===== src/rtl/fsm_key_pkg.sv =====
// rtl/fsm_key_pkg.sv - shared state encoding and default sizes for the key scheduler
package fsm_key_pkg;

  localparam int KEY_W_DEF = 11;
  localparam int DEPTH_DEF = 8;

  localparam logic [1:0] ST_IDLE = 2'd0;
  localparam logic [1:0] ST_RUN  = 2'd1;
  localparam logic [1:0] ST_DONE = 2'd2;

  typedef enum logic [1:0] {
    IDLE = ST_IDLE,
    RUN  = ST_RUN,
    DONE = ST_DONE
  } key_state_e;

endpackage


===== src/rtl/key_slot_rf.sv =====
// rtl/key_slot_rf.sv - key slot register file, one write port, one async read port
module key_slot_rf #(
  parameter int WIDTH = 11,
  parameter int DEPTH = 8,
  parameter int IDX_W = $clog2(DEPTH)
) (
  input  logic             clk,
  input  logic             rst,
  input  logic             we,
  input  logic [IDX_W-1:0] waddr,
  input  logic [WIDTH-1:0] wdata,
  input  logic [IDX_W-1:0] raddr,
  output logic [WIDTH-1:0] rdata
);

  logic [WIDTH-1:0] mem [DEPTH];

  // Reset clears every slot so a stale key never survives a reset.
  always_ff @(posedge clk or posedge rst) begin
    if (rst) begin
      for (int i = 0; i < DEPTH; i++) mem[i] <= '0;
    end else if (we) begin
      mem[waddr] <= wdata;
    end
  end

  assign rdata = mem[raddr];

endmodule


===== src/rtl/fsm_key_scheduler.sv =====
// rtl/fsm_key_scheduler.sv - time-varying key sequencer for locked small-FSM benchmarks
// Optional slot parity checking is enabled by defining KEY_SCHED_PARITY_EN.
module fsm_key_scheduler
  import fsm_key_pkg::*;
#(
  parameter int KEY_W = KEY_W_DEF,
  parameter int DEPTH = DEPTH_DEF,
  parameter int IDX_W = $clog2(DEPTH)
) (
  input  logic             clk,
  input  logic             rst,
  input  logic             cfg_we,
  input  logic [IDX_W-1:0] cfg_addr,
  input  logic [KEY_W-1:0] cfg_data,
  input  logic             len_we,
  input  logic [IDX_W:0]   len_data,
  input  logic             len_loop,
  input  logic             start,
  input  logic             stop,
  output logic [KEY_W-1:0] key_out,
  output logic             key_valid,
  output logic [IDX_W-1:0] step,
  output logic             busy,
  output logic             done,
  output logic             wr_rej,
  output logic             err
);

  localparam logic [IDX_W:0] DEPTH_L = (IDX_W+1)'(DEPTH);

  key_state_e       state;
  logic [IDX_W:0]   seq_len;
  logic             loop_en;
  logic             wr_open, cfg_wr, len_wr, last, par_err;
  logic [IDX_W:0]   len_clamp, len_eff;
  logic [KEY_W-1:0] rd_key;

  assign wr_open   = (state != RUN);
  assign cfg_wr    = cfg_we & wr_open;
  assign len_wr    = len_we & wr_open;
  assign len_clamp = (len_data > DEPTH_L) ? DEPTH_L : len_data;
  // A length written alongside start must govern that start.
  assign len_eff   = len_wr ? len_clamp : seq_len;
  assign last      = ({1'b0, step} == (seq_len - 1'b1));

`ifdef KEY_SCHED_PARITY_EN
  logic [KEY_W:0] rd_word;
  logic           err_q;

  key_slot_rf #(.WIDTH(KEY_W+1), .DEPTH(DEPTH), .IDX_W(IDX_W)) u_rf (
    .clk(clk), .rst(rst), .we(cfg_wr), .waddr(cfg_addr),
    .wdata({^cfg_data, cfg_data}), .raddr(step), .rdata(rd_word)
  );

  assign rd_key  = rd_word[KEY_W-1:0];
  assign par_err = (state != IDLE) && (^rd_word);

  always_ff @(posedge clk or posedge rst) begin
    if (rst)          err_q <= 1'b0;
    else if (par_err) err_q <= 1'b1;
  end

  assign err = err_q | par_err;
`else
  key_slot_rf #(.WIDTH(KEY_W), .DEPTH(DEPTH), .IDX_W(IDX_W)) u_rf (
    .clk(clk), .rst(rst), .we(cfg_wr), .waddr(cfg_addr),
    .wdata(cfg_data), .raddr(step), .rdata(rd_key)
  );

  assign par_err = 1'b0;
  assign err     = 1'b0;
`endif

  always_ff @(posedge clk or posedge rst) begin
    if (rst) begin
      state   <= IDLE;
      step    <= '0;
      seq_len <= '0;
      loop_en <= 1'b0;
      done    <= 1'b0;
      wr_rej  <= 1'b0;
    end else begin
      done   <= 1'b0;
      wr_rej <= (cfg_we | len_we) & ~wr_open;
      if (len_wr) begin
        seq_len <= len_clamp;
        loop_en <= len_loop;
      end
      case (state)
        IDLE: begin
          if (start && !stop && len_eff != '0) begin
            state <= RUN;
            step  <= '0;
          end
        end
        RUN: begin
          if (stop) begin
            state <= IDLE;
            step  <= '0;
          end else if (last) begin
            if (loop_en) begin
              step <= '0;
            end else begin
              state <= DONE;
              done  <= 1'b1;
            end
          end else begin
            step <= step + 1'b1;
          end
        end
        DONE: begin
          if (stop) begin
            state <= IDLE;
            step  <= '0;
          end else if (start && len_eff != '0) begin
            state <= RUN;
            step  <= '0;
          end
        end
        default: begin
          state <= IDLE;
          step  <= '0;
        end
      endcase
    end
  end

  assign busy      = (state == RUN);
  assign key_valid = (state != IDLE);
  // The slot is read combinationally so a write landing with start is seen by the first key.
  assign key_out   = (key_valid && !err) ? rd_key : '0;

endmodule


===== config.mk =====
export PLATFORM = sky130hd
export DESIGN_NAME = fsm_key_scheduler
export DESIGN_NICKNAME = d
export VERILOG_FILES = /design/src/rtl/fsm_key_pkg.sv /design/src/rtl/key_slot_rf.sv /design/src/rtl/fsm_key_scheduler.sv
export SDC_FILE = /design/constraint.sdc
export NUM_CORES = 1
export LEC_CHECK = 0
export ABC_CLOCK_PERIOD_IN_PS = 3260
export CORE_MARGIN = 10
export CORE_UTILIZATION = 57
export DETAILED_ROUTE_END_ITERATION = 8
export PLACE_DENSITY = 0.77
export SKIP_CTS_REPAIR_TIMING = 1
export SLEW_MARGIN = 5
export SYNTH_ARGS = -nofsm -noshare
export SYNTH_HDL_FRONTEND = slang
export SYNTH_HIERARCHICAL = 1
export SYNTH_SLANG_ARGS = --single-unit

===== constraint.sdc =====
create_clock -name clk -period 3.26 [get_ports clk]
set_input_delay 0.489 -clock clk [delete_from_list [all_inputs] [get_ports clk]]
set_output_delay 0.489 -clock clk [all_outputs]
set_load 0.02 [all_outputs]

==> GITHUB_STEP_SUMMARY <==
## Synthesis and layout report

| Metric | Value |
|---|---|
| OpenROAD warning count | `26` |
| Min Clock Period, post-route | `roughly 3.1 ns` |
| Buffer-and-inverter tally for the worst setup path | `2` |
| Adder-cell share of the synthesized area | `0.005203` |
| Netlist cell types | `43` |
| Required time of the critical path | `2.77 ns` |
| Fraction of final layout cells with drive strength greater than 1 | `0.3713` |
| Status | `finished clean` |
| Antenna violations before repair | `0` |
| Destination of the worst register-to-register timing path | `step[2]$_DFFE_PP0P_` |
| Fraction of synthesis flops using an asynchronous set or reset pin | `1.000` |
| Post-synth EDFFs | `0` |
| Die width | `111.9 um` |
| Non-Clock Buffer Area Fraction | `0.09696` |
| DRT Pass-1 Iters | `4` |
| Top cells by area in the synthesized netlist | `dfrtp_1 52%, mux2_2 23%, mux4_1 11%, nor2b_1 1.6%, buf_2 1.0%` |
| Compound-cell area share of the yosys netlist | `0.02419` |
| Cell area after synthesis | `4810 sq um` |
| Pre-placement core utilization | `0.5854` |
| CTS H-tree depth | `3` |
| Internal power | `2.746 mW` |
| Clock latency on the worst-skew pair | `~0.36 ns` |
| Clock root cell | `clkbuf_8` |
| Share of cell area taken by muxes after synthesis | `0.3572` |
| Bufs w/o clock | `55` |
| Routability-driven placement congestion ratio | `between 0.7 and 0.8` |
| Number of cells on the worst hold path | `1` |
| Cell kind with the greatest summed area | `flip-flops and latches` |
| Layout area overhead | `16.44%` |
| Top cell family by delay on the critical path | `multiplexers` |
| IO Pins | `44` |
| Max-cap viol count | `0` |
| Wire length of the first global-routing pass | `~16,000 um` |
| Clock group | `787 uW` |
| Part of the cycle the worst path needs | `0.9634` |
| Non-Clock Inverter Count | `7` |
| Multi-Input Combinational | `191` |
## worst reg2reg max path, stage by stage, from the launching register on
cell and delay (ns):
dfrtp_1 0.46, inv_1 0.07, ha_1 0.20, xor2_1 0.16, and3b_1 0.21, o211ai_2 0.31, mux2i_1 0.13, a311o_1 0.36
## cell usage in the layout, fill, tap and decap left out, types with 2 or more instances in the layout
| cell type | count |
|---|---|
| and4bb_2 | 3 |
| xor2_1 | 3 |
| dfrtp_1 | 100 |
| nand2b_1 | 4 |
| o21ai_0 | 4 |
| nor3_1 | 2 |
| mux2_2 | 99 |
| nand2_1 | 5 |
| clkinvlp_4 | 3 |
| clkbuf_8 | 10 |
| nand4b_1 | 3 |
| nor2b_1 | 12 |
| ha_1 | 2 |
| mux4_2 | 2 |
| inv_1 | 6 |
| mux2_1 | 2 |
| buf_4 | 11 |
| clkdlybuf4s50_1 | 42 |
| mux4_1 | 20 |
| nor2_1 | 7 |
| buf_12 | 2 |
## sequential cells by signal, indices dropped and copies added, names as in the netlist
name	cells
done	1
loop_en	1
seq_len	4
state	2
step	3
u_rf/mem	88
wr_rej	1
## metrics by stage
stage | hold slack (ns) | setup WS [ns] | util | instances
6_report | 0.4948 | 0.1193 | 0.6816 | 474
5_1_grt | 0.5104 | 0.004572 | 0.6816 | 474
4_1_cts | 0.4958 | 0.08498 | 0.6816 | 474
3_5_place_dp | 0.4744 | 0.4797 | 0.6569 | 458
3_3_place_gp | 0.4622 | 0.5118 | 0.6569 | 458
2_1_floorplan | 0.3537 | 0.4924 | - | 313
## layer usage
layer	track usage	part of all wire	vias to the layer above
li1	-	-	1289
met1	0.1929	0.43	1448
met2	0.2685	0.53	45
met3	0.03865	0.034	7
met4	0.04456	0.0065	0
met5	0	0	-
Figure 1. Wiring by layer.
Drawn at 2 px/um.
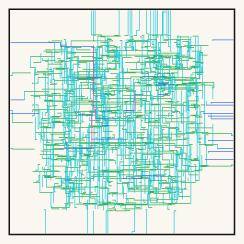
met2 -> cyan  # wire length 4,990 um
met1 -> green  # wire length 4,110 um
met4 -> magenta  # wire length 62.1 um
met3 -> blue  # wire length 320 um
via total after detailed routing: 2,789
overall track demand over capacity in global routing: 0.1572

Figure 2. Placed cells, one color a class.
Drawn at 2 px/um.
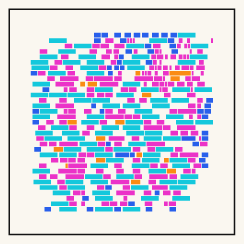
all other logic -> magenta  # cells 198
other buffers and delay cells -> blue  # cells 55
clock drivers and dummy loads -> orange  # cells 16
flops -> cyan  # cells 100
post-route core utilization: 0.6816
placeable core region: 8217 sq um
cell area after layout: 5600 sq um
num rows: 33

Figure 3. I/O pins on the die edge.
Drawn at 3 px/um. Pins as bars across the die edge, other pins in gray.
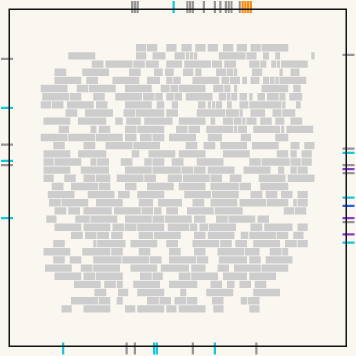
`len_data` -> orange  # pins 4, direction input, edge top
`step` -> purple  # pins 3, direction output, edge right
`cfg_data` -> cyan  # pins 11, direction input, edge 4 bottom, 3 right, 3 left, 1 top
`key_valid` -> blue  # pins 1, direction output, edge right
all pins by edge = 18 top, 12 right, 8 bottom, 6 left
DIE HEIGHT: 111.9 um
port buffer count: 42

No activity file was given, so power comes from the tool's default toggle rates.
